==> images/io_placement.png <==
Pins as bars across the die edge, other pins in grey.
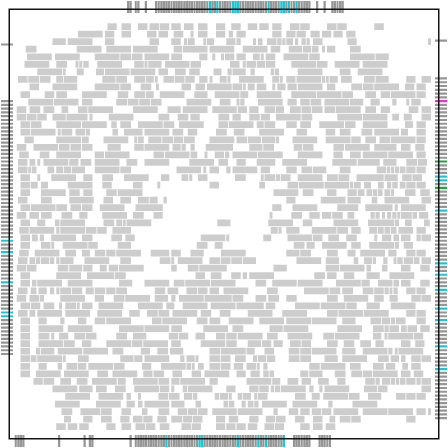
==> images/placement_by_type.png <==
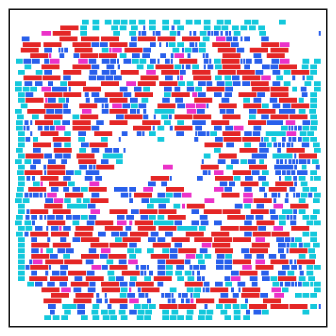
### config.mk
export PLATFORM = sky130hd
export DESIGN_NAME = axi_lite_reg_bank
export DESIGN_NICKNAME = d
export VERILOG_FILES = /design/src/rtl/axi_lite_reg_bank.sv
export SDC_FILE = /design/constraint.sdc
export NUM_CORES = 1
export LEC_CHECK = 0
export CAP_MARGIN = 30
export CORE_MARGIN = 2
export CORE_UTILIZATION = 44
export CTS_BUF_LIST = sky130_fd_sc_hd__clkbuf_8
export CTS_CLUSTER_SIZE = 14
export DETAILED_ROUTE_END_ITERATION = 6
export PLACE_DENSITY_LB_ADDON = 0.2
export SETUP_SLACK_MARGIN = 0.5
export SYNTH_ARGS = -nofsm -noshare
export SYNTH_HDL_FRONTEND = slang
export SYNTH_SLANG_ARGS = --single-unit
### constraint.sdc
create_clock -name i_axi_clk -period 6.9 [get_ports i_axi_clk]
set_input_delay 1.38 -clock i_axi_clk [delete_from_list [all_inputs] [get_ports i_axi_clk]]
set_output_delay 1.38 -clock i_axi_clk [all_outputs]
set_load 0.1 [all_outputs]
### src/rtl/axi_lite_reg_bank.sv
// axi_lite_reg_bank: AXI4-Lite slave exposing RW control registers, RO status words and a version word.
module axi_lite_reg_bank #(
  parameter int ADDR_WIDTH = 16,
  parameter int NUM_CTRL = 4,
  parameter int NUM_STAT = 2,
  parameter logic [NUM_CTRL*32-1:0] CTRL_RESET = '0,
  parameter logic [31:0] VERSION = 32'h1100_0000,
  localparam int SW = (NUM_STAT > 0) ? NUM_STAT : 1
) (
  input  logic                     i_axi_clk,
  input  logic                     i_axi_rst,
  input  logic                     i_awvalid,
  output logic                     o_awready,
  input  logic [ADDR_WIDTH-1:0]    i_awaddr,
  input  logic                     i_wvalid,
  output logic                     o_wready,
  input  logic [31:0]              i_wdata,
  input  logic [3:0]               i_wstrb,
  output logic                     o_bvalid,
  input  logic                     i_bready,
  output logic [1:0]               o_bresp,
  input  logic                     i_arvalid,
  output logic                     o_arready,
  input  logic [ADDR_WIDTH-1:0]    i_araddr,
  output logic                     o_rvalid,
  input  logic                     i_rready,
  output logic [1:0]               o_rresp,
  output logic [31:0]              o_rdata,
  output logic [NUM_CTRL*32-1:0]   o_ctrl,
  output logic [NUM_CTRL-1:0]      o_ctrl_wr_stb,
  input  logic [SW*32-1:0]         i_status,
  output logic [SW-1:0]            o_stat_rd_stb
);
  typedef enum logic {W_IDLE, W_RESP} w_state_e;
  typedef enum logic {R_IDLE, R_DATA} r_state_e;
  w_state_e w_state_q, w_state_d;
  r_state_e r_state_q, r_state_d;
  logic aw_got_q, aw_got_d, w_got_q, w_got_d;
  logic [ADDR_WIDTH-3:0] awaddr_q, awaddr_d;
  logic [31:0] wdata_q, wdata_d, rdata_q, rdata_d;
  logic [3:0] wstrb_q, wstrb_d;
  logic [1:0] bresp_q, bresp_d, rresp_q, rresp_d;
  logic [NUM_CTRL*32-1:0] ctrl_q, ctrl_d;
  logic [NUM_CTRL-1:0] wr_stb_q, wr_stb_d;
  logic [SW-1:0] rd_stb_q, rd_stb_d;
  logic [31:0] widx, ridx;
  logic unused_addr_lsbs;
  assign unused_addr_lsbs = ^{i_awaddr[1:0], i_araddr[1:0]};
  assign widx = 32'(awaddr_q);
  assign ridx = 32'(i_araddr[ADDR_WIDTH-1:2]);
  assign o_awready = (w_state_q == W_IDLE) && !aw_got_q;
  assign o_wready = (w_state_q == W_IDLE) && !w_got_q;
  assign o_bvalid = w_state_q == W_RESP;
  assign o_bresp = bresp_q;
  assign o_arready = r_state_q == R_IDLE;
  assign o_rvalid = r_state_q == R_DATA;
  assign o_rresp = rresp_q;
  assign o_rdata = rdata_q;
  assign o_ctrl = ctrl_q;
  assign o_ctrl_wr_stb = wr_stb_q;
  assign o_stat_rd_stb = rd_stb_q;
  always_ff @(posedge i_axi_clk or posedge i_axi_rst) begin
    if (i_axi_rst) begin
      w_state_q <= W_IDLE;
      r_state_q <= R_IDLE;
      aw_got_q <= 1'b0;
      w_got_q <= 1'b0;
      awaddr_q <= '0;
      wdata_q <= '0;
      wstrb_q <= '0;
      bresp_q <= '0;
      ctrl_q <= CTRL_RESET;
      wr_stb_q <= '0;
      rdata_q <= '0;
      rresp_q <= '0;
      rd_stb_q <= '0;
    end else begin
      w_state_q <= w_state_d;
      r_state_q <= r_state_d;
      aw_got_q <= aw_got_d;
      w_got_q <= w_got_d;
      awaddr_q <= awaddr_d;
      wdata_q <= wdata_d;
      wstrb_q <= wstrb_d;
      bresp_q <= bresp_d;
      ctrl_q <= ctrl_d;
      wr_stb_q <= wr_stb_d;
      rdata_q <= rdata_d;
      rresp_q <= rresp_d;
      rd_stb_q <= rd_stb_d;
    end
  end
  // AW and W are latched independently; the commit happens the cycle after both are held.
  always_comb begin
    w_state_d = w_state_q;
    aw_got_d = aw_got_q;
    w_got_d = w_got_q;
    awaddr_d = awaddr_q;
    wdata_d = wdata_q;
    wstrb_d = wstrb_q;
    bresp_d = bresp_q;
    ctrl_d = ctrl_q;
    wr_stb_d = '0;
    if (w_state_q == W_RESP) begin
      w_state_d = i_bready ? W_IDLE : W_RESP;
    end else if (aw_got_q && w_got_q) begin
      aw_got_d = 1'b0;
      w_got_d = 1'b0;
      w_state_d = W_RESP;
      bresp_d = (widx < 32'(NUM_CTRL)) ? 2'b00 : 2'b10;
      for (int k = 0; k < NUM_CTRL; k++) begin
        if (widx == 32'(k)) begin
          wr_stb_d[k] = 1'b1;
          for (int b = 0; b < 4; b++)
            if (wstrb_q[b]) ctrl_d[32*k+8*b +: 8] = wdata_q[8*b +: 8];
        end
      end
    end else begin
      if (i_awvalid && !aw_got_q) begin
        aw_got_d = 1'b1;
        awaddr_d = i_awaddr[ADDR_WIDTH-1:2];
      end
      if (i_wvalid && !w_got_q) begin
        w_got_d = 1'b1;
        wdata_d = i_wdata;
        wstrb_d = i_wstrb;
      end
    end
  end
  // Read data is taken from ctrl_q, so a read racing a write commit sees the old value.
  always_comb begin
    r_state_d = r_state_q;
    rdata_d = rdata_q;
    rresp_d = rresp_q;
    rd_stb_d = '0;
    if (r_state_q == R_DATA) begin
      r_state_d = i_rready ? R_IDLE : R_DATA;
    end else if (i_arvalid) begin
      r_state_d = R_DATA;
      rdata_d = '0;
      rresp_d = (ridx <= 32'(NUM_CTRL + NUM_STAT)) ? 2'b00 : 2'b10;
      for (int k = 0; k < NUM_CTRL; k++)
        if (ridx == 32'(k)) rdata_d = ctrl_q[32*k +: 32];
      for (int j = 0; j < NUM_STAT; j++) begin
        if (ridx == 32'(NUM_CTRL + j)) begin
          rdata_d = i_status[32*j +: 32];
          rd_stb_d[j] = 1'b1;
        end
      end
      if (ridx == 32'(NUM_CTRL + NUM_STAT)) rdata_d = VERSION;
    end
  end
endmodule

==> deck_impl_summary.md <==
Run Summary

Finish
  – Sequential share of cell area: 38.9%
  – Logic area: 4210 sq um
  – Layout clock area frac: 5.20%
  – Area growth, synth to finish: 43.7%
  – Layout Nets: 1,218
  – Fin area: 14,300 sq um
  – Non-clock buffer share: 23.7%

Final timing
  – Setup total negative slack: 0 ns
  – Worst-Margin Slew: 1.06 ns
  – Final Hold Vio Count: 0

Synthesis
  – And-or/or-and share of the synthesized area: 9.79%
  – Number of cells in Yosys stat: 761
  – Fa+ha+maj area frac: 0%
  – Commonest flop: dfrtp_1
  – Most frequent cell after synthesis: dfrtp_1
  – Comb area leader: multiplexers

Placement
  – Inst Count DP: 1,316

Routing
  – Post-route ant nets: 0
  – Via count: 7,886
  – DR DRC count: 0
  – Met3 wire len: 2480 um

Worst setup path
  – Highest fanout seen on the critical path: 30
  – CP Launch Type: input port
  – CP max-delay cell: nor4_1
  – CP Depth: 6
  – FF-to-FF End: o_ctrl[4]
  – CP Cell Sequence: clkdlybuf4s50_1, nor4_1, nand2_1, nor2_4, a221oi_1, nor3_1
  – Worst r2r src: awaddr_q[2]

Run status
  – Status: finished clean

Clock tree
  – Root Buffer: clkbuf_8
  – Worst-Skew Late Latency: 0.52 ns
  – Inserted Clock Buffers: 39
  – Post_cts resized: 0
  – Clock Tree Buf Depth: 3

Floorplanning
  – Starting Density: 45.2%
  – Floorplan row count: 54
  – Chip width: 154 um
  – Die Size: 23,800 sq um

Power and ir drop
  – Sw Share: 30.2%
  – P per Cell Area: 244 nW/um^2
## Picture notes: io_placement.png
| colour | port | pins | direction | edge |
|---|---|---|---|---|
| green | `o_stat_rd_stb` | 2 | output | right |
| cyan | `o_rdata` | 32 | output | 10 top, 10 right, 7 bottom, 5 left |
| magenta | `i_arvalid` | 1 | input | right |
all pins by edge: 92 right, 80 bottom, 73 top, 69 left

## Picture notes: placement_by_type.png
| colour | class | cells |
|---|---|---|
| cyan | other buffers and delay cells | 326 |
| red | flops | 222 |
| magenta | clock drivers and dummy loads | 62 |
| blue | combinational and other logic | 490 |

Power is estimated from default activity; no workload was simulated.
